===== config.mk =====
export PLATFORM = sky130hd
export DESIGN_NAME = approx_prod_divider_flat
export DESIGN_NICKNAME = d
export VERILOG_FILES = /design/src/rtl/approx_prod_divider_if.sv /design/src/rtl/approx_prod_divider.sv /design/src/flat_wrapper.sv
export SDC_FILE = /design/constraint.sdc
export NUM_CORES = 1
export LEC_CHECK = 0
export ABC_CLOCK_PERIOD_IN_PS = 4030
export CORE_MARGIN = 2
export CORE_UTILIZATION = 35
export DETAILED_ROUTE_END_ITERATION = 8
export DONT_BUFFER_PORTS = 1
export MAX_ROUTING_LAYER = met4
export PLACE_DENSITY_LB_ADDON = 0.1
export SLEW_MARGIN = 10
export SYNTH_ARGS = -nofsm -noshare
export SYNTH_HDL_FRONTEND = slang
export SYNTH_SLANG_ARGS = --single-unit

===== constraint.sdc =====
create_clock -name clk -period 4.03 [get_ports clk]
set_input_delay 0.6045 -clock clk [delete_from_list [all_inputs] [get_ports clk]]
set_output_delay 0.6045 -clock clk [all_outputs]
set_load 0.01 [all_outputs]

===== src/rtl/approx_prod_divider_if.sv =====
// Handshake bundle for approx_prod_divider: operand side and result side.
// master drives operands and consumes results; slave is the divider.
interface approx_prod_divider_if #(
    parameter int DW = 16,
    parameter int VW = 8
);
    logic          in_valid;
    logic          in_ready;
    logic [DW-1:0] dividend;
    logic [VW-1:0] divisor;
    logic          out_valid;
    logic          out_ready;
    logic [DW-1:0] quotient;
    logic [VW-1:0] remainder;
    logic          div_zero;

    modport master (
        output in_valid, dividend, divisor, out_ready,
        input  in_ready, out_valid, quotient, remainder, div_zero
    );

    modport slave (
        input  in_valid, dividend, divisor, out_ready,
        output in_ready, out_valid, quotient, remainder, div_zero
    );
endinterface


===== src/rtl/approx_prod_divider.sv =====
// Sequential unsigned restoring divider, one quotient bit per cycle.
// APPROX_PROD_DIVIDER_EARLY_EXIT_EN skips the dividend's leading zeros.
module approx_prod_divider #(
    parameter int DW = 16,
    parameter int VW = 8,
    parameter int CW = 5
) (
    input  logic                     clk,
    input  logic                     rst,
    approx_prod_divider_if.slave     bus,
    output logic                     busy
);

    typedef enum logic [1:0] {
        IDLE,
        CALC,
        DONE
    } state_t;

    state_t        state;
    logic [CW-1:0] cnt;
    logic [VW:0]   prem;
    logic [DW-1:0] qsr;
    logic [VW-1:0] dvs;

    logic          in_ready_q;
    logic          out_valid_q;
    logic [DW-1:0] quotient_q;
    logic [VW-1:0] remainder_q;
    logic          div_zero_q;

    logic [VW:0]   shifted;
    logic [VW+1:0] trial;
    logic          qbit;
    logic [VW:0]   prem_nxt;
    logic [CW-1:0] start_cnt;
    logic [DW-1:0] start_q;

    assign bus.in_ready  = in_ready_q;
    assign bus.out_valid = out_valid_q;
    assign bus.quotient  = quotient_q;
    assign bus.remainder = remainder_q;
    assign bus.div_zero  = div_zero_q;

    // Extra top bit of trial is the borrow: set means restore.
    always_comb begin
        shifted  = {prem[VW-1:0], qsr[DW-1]};
        trial    = {1'b0, shifted} - {2'b00, dvs};
        qbit     = ~trial[VW+1];
        prem_nxt = qbit ? trial[VW:0] : shifted;
    end

`ifdef APPROX_PROD_DIVIDER_EARLY_EXIT_EN
    function automatic logic [CW-1:0] msb_idx(
        input logic [DW-1:0] v
    );
        msb_idx = '0;
        for (int i = 0; i < DW; i++)
            if (v[i]) msb_idx = CW'(i);
    endfunction

    // Align the top set bit to the MSB so the zeros shifted in
    // below it drop out exactly as the last quotient bit lands.
    always_comb begin
        start_cnt = msb_idx(bus.dividend);
        start_q   = bus.dividend << (CW'(DW - 1) - start_cnt);
    end
`else
    always_comb begin
        start_cnt = CW'(DW - 1);
        start_q   = bus.dividend;
    end
`endif

    always_ff @(posedge clk) begin
        if (rst) begin
            state       <= IDLE;
            cnt         <= '0;
            prem        <= '0;
            qsr         <= '0;
            dvs         <= '0;
            in_ready_q  <= 1'b1;
            out_valid_q <= 1'b0;
            quotient_q  <= '0;
            remainder_q <= '0;
            div_zero_q  <= 1'b0;
            busy        <= 1'b0;
        end else begin
            unique case (state)
                IDLE: begin
                    if (bus.in_valid) begin
                        dvs        <= bus.divisor;
                        in_ready_q <= 1'b0;
                        busy       <= 1'b1;
                        if (bus.divisor == '0) begin
                            state       <= DONE;
                            out_valid_q <= 1'b1;
                            quotient_q  <= '1;
                            remainder_q <= bus.dividend[VW-1:0];
                            div_zero_q  <= 1'b1;
                        end
`ifdef APPROX_PROD_DIVIDER_EARLY_EXIT_EN
                        else if (bus.dividend == '0) begin
                            state       <= DONE;
                            out_valid_q <= 1'b1;
                            quotient_q  <= '0;
                            remainder_q <= '0;
                            div_zero_q  <= 1'b0;
                        end
`endif
                        else begin
                            state <= CALC;
                            cnt   <= start_cnt;
                            prem  <= '0;
                            qsr   <= start_q;
                        end
                    end
                end
                CALC: begin
                    prem <= prem_nxt;
                    qsr  <= {qsr[DW-2:0], qbit};
                    cnt  <= cnt - 1'b1;
                    if (cnt == '0) begin
                        state       <= DONE;
                        out_valid_q <= 1'b1;
                        quotient_q  <= {qsr[DW-2:0], qbit};
                        remainder_q <= prem_nxt[VW-1:0];
                        div_zero_q  <= 1'b0;
                    end
                end
                DONE: begin
                    if (bus.out_ready) begin
                        state       <= IDLE;
                        out_valid_q <= 1'b0;
                        in_ready_q  <= 1'b1;
                        busy        <= 1'b0;
                    end
                end
                default: state <= IDLE;
            endcase
        end
    end

endmodule


===== src/flat_wrapper.sv =====
// flat-port wrapper written by rule: the top's interface ports become plain ports
module approx_prod_divider_flat 
#(
    parameter int DW = 16,
    parameter int VW = 8,
    parameter int CW = 5
)
  (clk, rst, busy, bus_in_valid, bus_dividend, bus_divisor, bus_out_ready, bus_in_ready, bus_out_valid, bus_quotient, bus_remainder, bus_div_zero);
  approx_prod_divider_if #(.DW(DW), .VW(VW)) bus_i ();
  input  logic clk;
  input  logic rst;
  output logic busy;
  input wire logic [$bits(bus_i.in_valid)-1:0] bus_in_valid;
  input wire logic [$bits(bus_i.dividend)-1:0] bus_dividend;
  input wire logic [$bits(bus_i.divisor)-1:0] bus_divisor;
  input wire logic [$bits(bus_i.out_ready)-1:0] bus_out_ready;
  output wire logic [$bits(bus_i.in_ready)-1:0] bus_in_ready;
  output wire logic [$bits(bus_i.out_valid)-1:0] bus_out_valid;
  output wire logic [$bits(bus_i.quotient)-1:0] bus_quotient;
  output wire logic [$bits(bus_i.remainder)-1:0] bus_remainder;
  output wire logic [$bits(bus_i.div_zero)-1:0] bus_div_zero;
  assign bus_i.in_valid = bus_in_valid;
  assign bus_i.dividend = bus_dividend;
  assign bus_i.divisor = bus_divisor;
  assign bus_i.out_ready = bus_out_ready;
  assign bus_in_ready = bus_i.in_ready;
  assign bus_out_valid = bus_i.out_valid;
  assign bus_quotient = bus_i.quotient;
  assign bus_remainder = bus_i.remainder;
  assign bus_div_zero = bus_i.div_zero;
  approx_prod_divider #(.DW(DW), .VW(VW), .CW(CW)) u_core (.clk(clk), .rst(rst), .bus(bus_i), .busy(busy));
endmodule

==> results_slide.txt, run 1 <==
Physical Implementation Snapshot

Drt
  • Detailed-router iteration count before antenna repair: 4
  • Routed Wire Length: 8900 µm
  • Residual DRC: 0
  • Routed vias: 2635
  • DRT antenna net count: 0
  • Initial DRC count: 145
  • Detailed-route wire length per cell: 19.2 µm

Run status
  • Result of the run: finished, final reports clean

Global routing
  • Grt met2 use: 28.5%
  • Global routing met1 resource utilization: 23.6%
  • Met3 global-route usage: 3.95%
  • Number of antenna violations at the first check in global routing: 0
  • Wire length of the first global-routing pass: 14000 µm
  • Global-route usage over all layers: 18.5%
  • Largest net degree at the start of global routing: 50

Logic synthesis
  • Post-synth design cell area: 0.00330 mm²
  • Post-synth EDFFs: 0
  • Area of the synthesized netlist per yosys stat: 0.00330 mm²
  • Unique masters post-synth: 62
  • Post-synthesis cell count from yosys: 356
  • Cell type with the highest aggregate area in the netlist: sky130_fd_sc_hd__dfxtp_1
  • Top cell types by occurrence after synthesis: sky130_fd_sc_hd__dfxtp_1 (67), sky130_fd_sc_hd__nor2_1 (49), sky130_fd_sc_hd__mux2i_1 (24)
  • Synth Area per Inst: 9.27 µm²
  • Sequential element share of the synthesized area: 40.6%
  • Proportion of synthesized flip-flops having asynchronous set or reset: 0%

Critical path
  • Startpoint of the most critical setup path: u_core.dvs[2]
  • Worst r2r src: u_core.dvs[2]
  • Data required time of the critical path: 4280 ps
  • Nature of the critical path startpoint: flop
  • Endpoint type of the worst setup path: flop

CTS
  • TritonCTS clock tree: built
  • Post-CTS setup buffer count: 0
  • Maximum level of the CTS H-tree: 3
  • Clock-pin slew reported for the worst setup and hold paths after clock tree synthesis: 80 ps
  • CTS Buf Count: 9
  • Number of buffers on the longest clock path: 2
  • Root Buffer Master: sky130_fd_sc_hd__clkbuf_8

Timing
  • Final hold violations: 0
  • Final count of pins violating max slew: 0
  • Number of setup violations in the final report: 0
  • Period minus WS final: 2410 ps
  • Achievable clock frequency: 415 MHz
  • Setup repair after global routing missed its margin: false

Placement
  • Placed cell count: 448
  • Global placer's final weighted congestion: 0.836

Final layout
  • Number of antenna cells inserted: 0
  • Area of all sequential standard cells: 0.00134 mm²

Floorplanning
  • Die Span Y: 101 µm
  • Core utilization before placement: 35.9%
  • Die ar.: 0.0102 mm²
  • I/O pin total: 56

Power and ir drop
  • Power density of the placed cells: 531 mW/mm²
  • Reported leakage power: 1.37 nW
run 1: state kept, by name (all words and copies together), names as in the netlist:
| signal | count |
|---|---|
| u_core.bus.div_zero | 1 |
| u_core.bus.out_valid | 1 |
| u_core.state | 2 |
| u_core.bus.remainder | 8 |
| u_core.qsr | 16 |
| u_core.prem | 8 |
| u_core.busy | 1 |
| u_core.bus.in_ready | 1 |
| u_core.dvs | 8 |
| u_core.bus.quotient | 16 |
| u_core.cnt | 5 |
run 1: worst max-delay path, cell delays in order (launching register included):
cell and delay, ps:
sky130_fd_sc_hd__dfxtp_1 330, sky130_fd_sc_hd__inv_1 50, sky130_fd_sc_hd__ha_1 340, sky130_fd_sc_hd__o21ai_0 370, sky130_fd_sc_hd__a21oi_1 130, sky130_fd_sc_hd__o311ai_0 580, sky130_fd_sc_hd__a221oi_1 230, sky130_fd_sc_hd__nor4_1 290
run 1: per-stage QoR:
stage	worst slack [ps]	instance area [µm²]	power (mW)	hold slack [ps]
4_1_cts	1610	3550	1.91	291
5_1_grt	1360	3550	2.01	287
3_5_place_dp	1610	3350	1.32	452
2_1_floorplan	2040	3300	1.21	437
6_report	1620	3550	1.89	316
3_3_place_gp	1590	3350	1.32	444
run 1: cell type report:
class	instances	area share, %
Clock buffer	9	3.49
Tap cell	111	3.91
Sequential cell	67	37.8
Timing Repair Buffer	4	0.846
Inverter	18	1.90
Multi-Input combinational cell	248	49.9
Clock inverter	7	2.15
run 1: routing by layer:
| metal | vias to the layer above | share of wire, % | wire length (µm) |
|---|---|---|---|
| met5 | - | 0 | 0 |
| met4 | 0 | 1.3 | 114 |
| met3 | 8 | 4.7 | 419 |
| met2 | 60 | 48 | 4290 |
| met1 | 1261 | 46 | 4080 |
| li1 | 1306 | - | - |
run 1: path summary, 6_finish.rpt:
| kind | to | slack, ps | cells after the start |
|---|---|---|---|
| worst max-delay path | u_core.bus.remainder[5] | 1620 | 7 |
| worst min-delay path | u_core.state[1] | 320 | 1 |
| worst max register to register | u_core.bus.remainder[5] | 1620 | 7 |
| worst min register to register | u_core.prem[7] | 460 | 2 |
run 1: report_power, final:
group | internal, mW | total [mW] | switching (mW)
clock | 0.289 | 0.579 | 0.290
sequential | 0.731 | 0.800 | 0.0690
combinational | 0.203 | 0.509 | 0.306
run 1: kinds of logic (layout without fill, tap and decap cells):
group	count (synthesis)	after routing	share of synthesized area, %
fa+ha+maj	11	11	4.40
simple gates	110	110	16.9
buf+inv	41	38	5.91
xor+xnor	2	2	0.531
compound gates	99	99	23.7
flops	67	67	40.6
mux	26	26	7.96
run 1: cell usage in the layout, fill, tap and decap left out, types with 8 or more instances in the layout:
cell                       instances
sky130_fd_sc_hd__dfxtp_1          67
sky130_fd_sc_hd__nand3_1           8
sky130_fd_sc_hd__a211oi_1         20
sky130_fd_sc_hd__inv_1            18
sky130_fd_sc_hd__nand2_1          17
sky130_fd_sc_hd__o221a_2          13
sky130_fd_sc_hd__mux2i_1          24
sky130_fd_sc_hd__ha_1             10
sky130_fd_sc_hd__clkbuf_8          9
sky130_fd_sc_hd__a21oi_1          18
sky130_fd_sc_hd__nor2_1           49
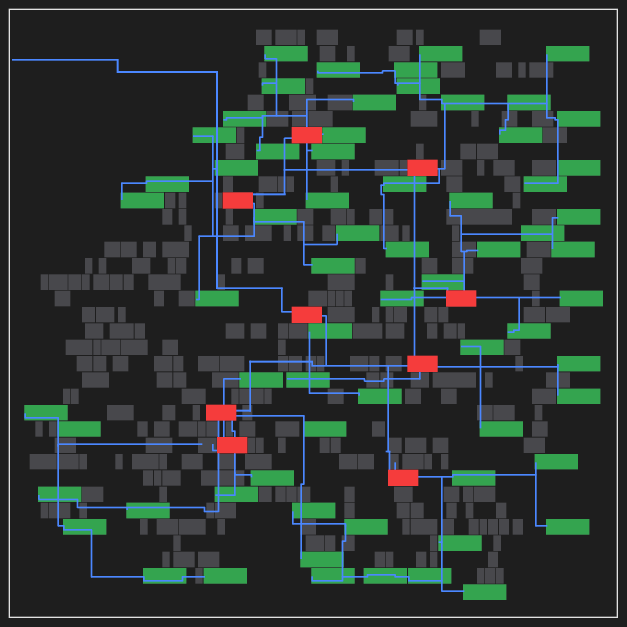
run_1/clk_routes.png
Scale: 6 px per µm.
flip-flops: drawn in green, count 67. clock drivers: drawn in red, count 9. clock wires: drawn in blue, length 1020 µm.
Position of the flops: widely spread. There are 10 routed clock nets.
maximum clock skew at final layout: 8.77 ps
clock power share: 30.7%
power drawn by the clock network: 0.579 mW

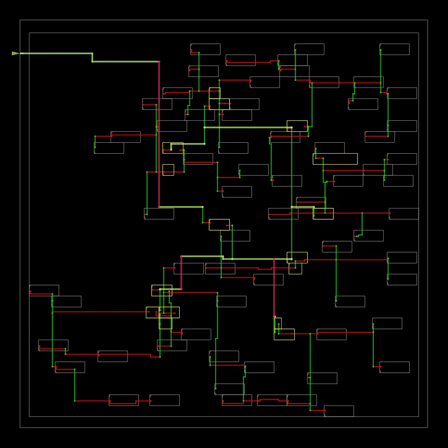
run_1/clocks.png
clkbuf count: 9
insertion delay to the later sink of the worst-skew pair: 350 ps
CTS sink cnt: 67
number of sequential cells: 67

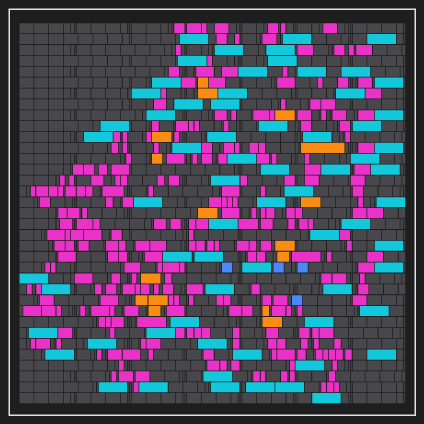
run_1/placement_by_type.png
Scale: 4 px per µm. Fill, decap, tap and diode cells in gray.
clock drivers and dummy loads: drawn in orange, cells 16, share of their area 5.9%. remaining buffers and delay cells: drawn in blue, cells 4, share of their area 0.88%. sequential cells: drawn in cyan, cells 67, share of their area 39%. combinational and other logic: drawn in magenta, cells 266, share of their area 54%.
number of core rows: 35
Post-Route Utilization: 38.6%
fraction of area in registers: 37.8%
area of the core: 0.00920 mm²

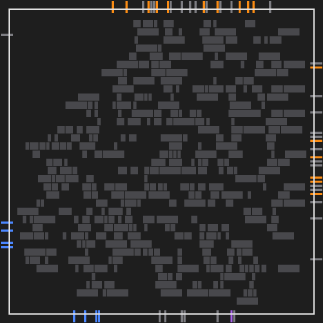
run_1/io_placement.png
Scale: 3 px per µm. Pins as bars across the die edge, other pins in gray.
bus_divisor: drawn in blue, pins 8, direction input, edge 4 south, 4 west. bus_out_ready: drawn in purple, pins 1, direction input, edge south. bus_dividend: drawn in orange, pins 16, direction input, edge 10 north, 6 east.
All pins by edge: 21 north, 19 east, 11 south, 5 west.

--- run 2 (diff from run 1) ---
--- a/config.mk
+++ b/config.mk
@@ -5,7 +5,7 @@
 export SDC_FILE = /design/constraint.sdc
 export NUM_CORES = 1
 export LEC_CHECK = 0
-export ABC_CLOCK_PERIOD_IN_PS = 4030
+export ABC_CLOCK_PERIOD_IN_PS = 2000
 export CORE_MARGIN = 2
 export CORE_UTILIZATION = 35
 export DETAILED_ROUTE_END_ITERATION = 8
==> constraint.sdc (replaced) <==
create_clock -name clk -period 2 [get_ports clk]
set_input_delay 0.3 -clock clk [delete_from_list [all_inputs] [get_ports clk]]
set_output_delay 0.3 -clock clk [all_outputs]
set_load 0.01 [all_outputs]
==> run 2 against run 1 <==
Against the previous run:
- synthesized cell count unchanged
- register-to-register slack got worse by 1600 ps
- fmax increased by 21%
- power increased by 140%
- worst setup slack got worse by 1600 ps
- count of clock-buffer cells in the layout unchanged
- critical path type unchanged
- largest power group is now combinational cells
- highest routed layer unchanged
==> results_slide.txt, run 2 <==
Physical Implementation Snapshot

Placement
  • Place WS: -234 ps (was 1610 ps)

Logic synthesis
  • Mux frac, synth: 7.96% (unchanged)
  • Post-synthesis cell count from yosys: 356 (unchanged)
  • Post-synthesis compound-gate area fraction: 23.7% (unchanged)
  • Top cell types by occurrence after synthesis: sky130_fd_sc_hd__dfxtp_1 (67), sky130_fd_sc_hd__nor2_1 (49), sky130_fd_sc_hd__mux2i_1 (24) (unchanged)
  • Post-synth design cell area: 0.00330 mm² (unchanged)
  • Main combinational cell family by area after synthesis: AND-OR/OR-AND gates (unchanged)
  • Sequential element share of the synthesized area: 40.6% (unchanged)
  • Area share of fa/ha/maj cells after synthesis: 4.40% (unchanged)

CTS
  • Number of buffers on the longest clock path: 2 (unchanged)
  • TritonCTS clock tree: built (unchanged)
  • Root Buffer Master: sky130_fd_sc_hd__clkbuf_8 (unchanged)
  • Clock-pin slew reported for the worst setup and hold paths after clock tree synthesis: 80 ps (about the same)
  • Insertion delay to the later sink of the worst-skew pair: 350 ps (about the same)

Drt
  • Routed length on met2: 4620 µm (was 4290 µm)
  • Wl on met1: 4640 µm (was 4080 µm)
  • Routed length on met3: 466 µm (was 419 µm)
  • Residual DRC: 0 (unchanged)
  • Top Metal Used: met4 (unchanged)
  • Routed Wire Length: 9860 µm (was 8900 µm)
  • Detailed-router iteration count before antenna repair: 5 (was 4)

Critical path
  • Nature of the critical path startpoint: flop (unchanged)
  • Worst r2r src: u_core.qsr[15] (was u_core.dvs[2])
  • Critical register-to-register path endpoint: u_core.bus.remainder[6] (was u_core.bus.remainder[5])
  • Flop-to-flop setup slack: 10 ps (was 1620 ps)
  • Data required time of the critical path: 2270 ps (was 4280 ps)

Run status
  • Result of the run: finished, final reports clean (unchanged)

Global routing
  • Wire length of the first global-routing pass: 15200 µm (was 14000 µm)
  • Largest net degree at the start of global routing: 47 (was 50)
  • Global-route usage over all layers: 19.9% (was 18.5%)

Final layout
  • Number of antenna cells inserted: 0 (unchanged)

Timing
  • Final count of pins violating max slew: 0 (unchanged)
  • Number of setup violations in the final report: 0 (unchanged)
  • Worst setup slack after layout: 12.9 ps (was 1620 ps)

Floorplanning
  • Core utilization before placement: 35.9% (unchanged)
  • Number of core rows: 35 (unchanged)
  • Area of the core: 0.00920 mm² (unchanged)

Worst hold path
  • Hold-critical path depth: 1 (unchanged)
run 2: cell counts after synthesis:
Identical to the previous run, type by type.
run 2: cell type report:
type	count	area [µm²]
fill	899	4910
sequential	67	1350
tap	111	139
timing repair buffer	56	489
multi-input combinational	249	2010
inverter	18	67.6
clock inverter	7	108
clock buffer	9	124
run 2: report_power, final:
part	switching, mW	total, mW	internal (mW)
combinational	0.816	1.64	0.824
clock	0.627	1.36	0.729
sequential	0.137	1.61	1.48
total	1.58	4.61	3.03
run 2: how the worst max path moves through the flow:
stage,start,end,slack [ps],cells past startpoint
3_3_place_gp,u_core.dvs[5],u_core.bus.remainder[5],-160,8
6_report,u_core.qsr[15],u_core.bus.remainder[6],10,9
4_1_cts,u_core.cnt[0],u_core.bus.remainder[7],0.6,8
2_1_floorplan,u_core.qsr[15],u_core.bus.remainder[6],7,9
3_5_place_dp,u_core.qsr[15],u_core.bus.remainder[6],-230,9
5_1_grt,u_core.qsr[15],u_core.bus.remainder[6],-60,9
run 2: timing repair:
action | in CTS | in global routing
pin swaps | 2 | 20
hold endpoints to repair | 16 | 8
hold buffers | 4 | 2
gates cloned | 0 | 1
endpoints found under the setup margin | 9 | 14
gates resized | 14 | 38
setup buffers | 0 | 4
run 2: kinds of logic after synthesis:
family / count (synthesis)
adder cells (fa/ha/maj): 11
XOR/XNOR: 2
flip-flops: 67
AND-OR/OR-AND: 99
buffers and inverters: 41
AND/OR/NAND/NOR: 110
multiplexers: 26
run 2: through the flow:
stage / power [mW] / util [%] / TNS (ps) / instance area [µm²] / cells
after floorplan: 2.44 / - / 0 / 3300 / 356
after global placement: 2.97 / 40.5 / -348 / 3720 / 491
after detailed placement: 2.99 / 40.5 / -750 / 3720 / 491
after CTS: 4.44 / 44.2 / 0 / 4070 / 511
after global routing: 4.86 / 46.7 / -200 / 4290 / 517
final: 4.61 / 46.7 / 0 / 4290 / 517
run 2: critical path, cell delays in order (launching register included):
cell                       delay (ps)
sky130_fd_sc_hd__dfxtp_2          320
sky130_fd_sc_hd__inv_2             60
sky130_fd_sc_hd__ha_4             130
sky130_fd_sc_hd__inv_2             40
sky130_fd_sc_hd__fa_2             380
sky130_fd_sc_hd__and3_4           160
sky130_fd_sc_hd__o21a_1           190
sky130_fd_sc_hd__o311ai_2         280
sky130_fd_sc_hd__mux2i_1          140
sky130_fd_sc_hd__a211oi_1         200
run 2: routing by layer:
metal / global-route usage [%] / vias up
li1: - / 1409
met4: 6.13 / 0
met2: 30.5 / 60
met5: - / -
met1: 26.0 / 1350
met3: 4.72 / 11
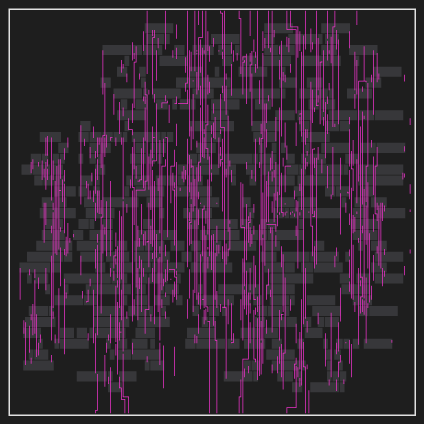
run_2/layer_met2.png
Scale: 4 px per µm. Cells faint in the background.
The longest straight run is 72.1 µm. The wires run mostly vertical. The layer holds 47% of the routed length. The layer carries 4620 µm of wire. 372 nets have wire on it.

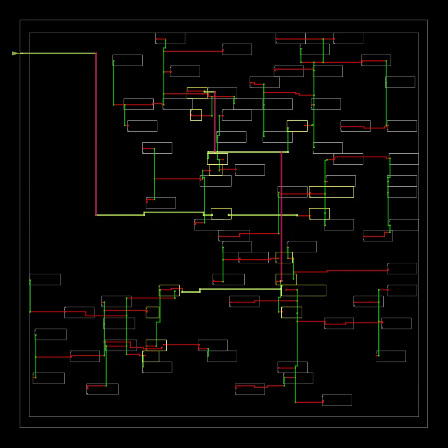
run_2/clocks.png
power drawn by the clock network: 1.36 mW
maximum clock skew at final layout: 11.7 ps
CTS Buf Count: 9

Power and IR drop assume default switching activity.
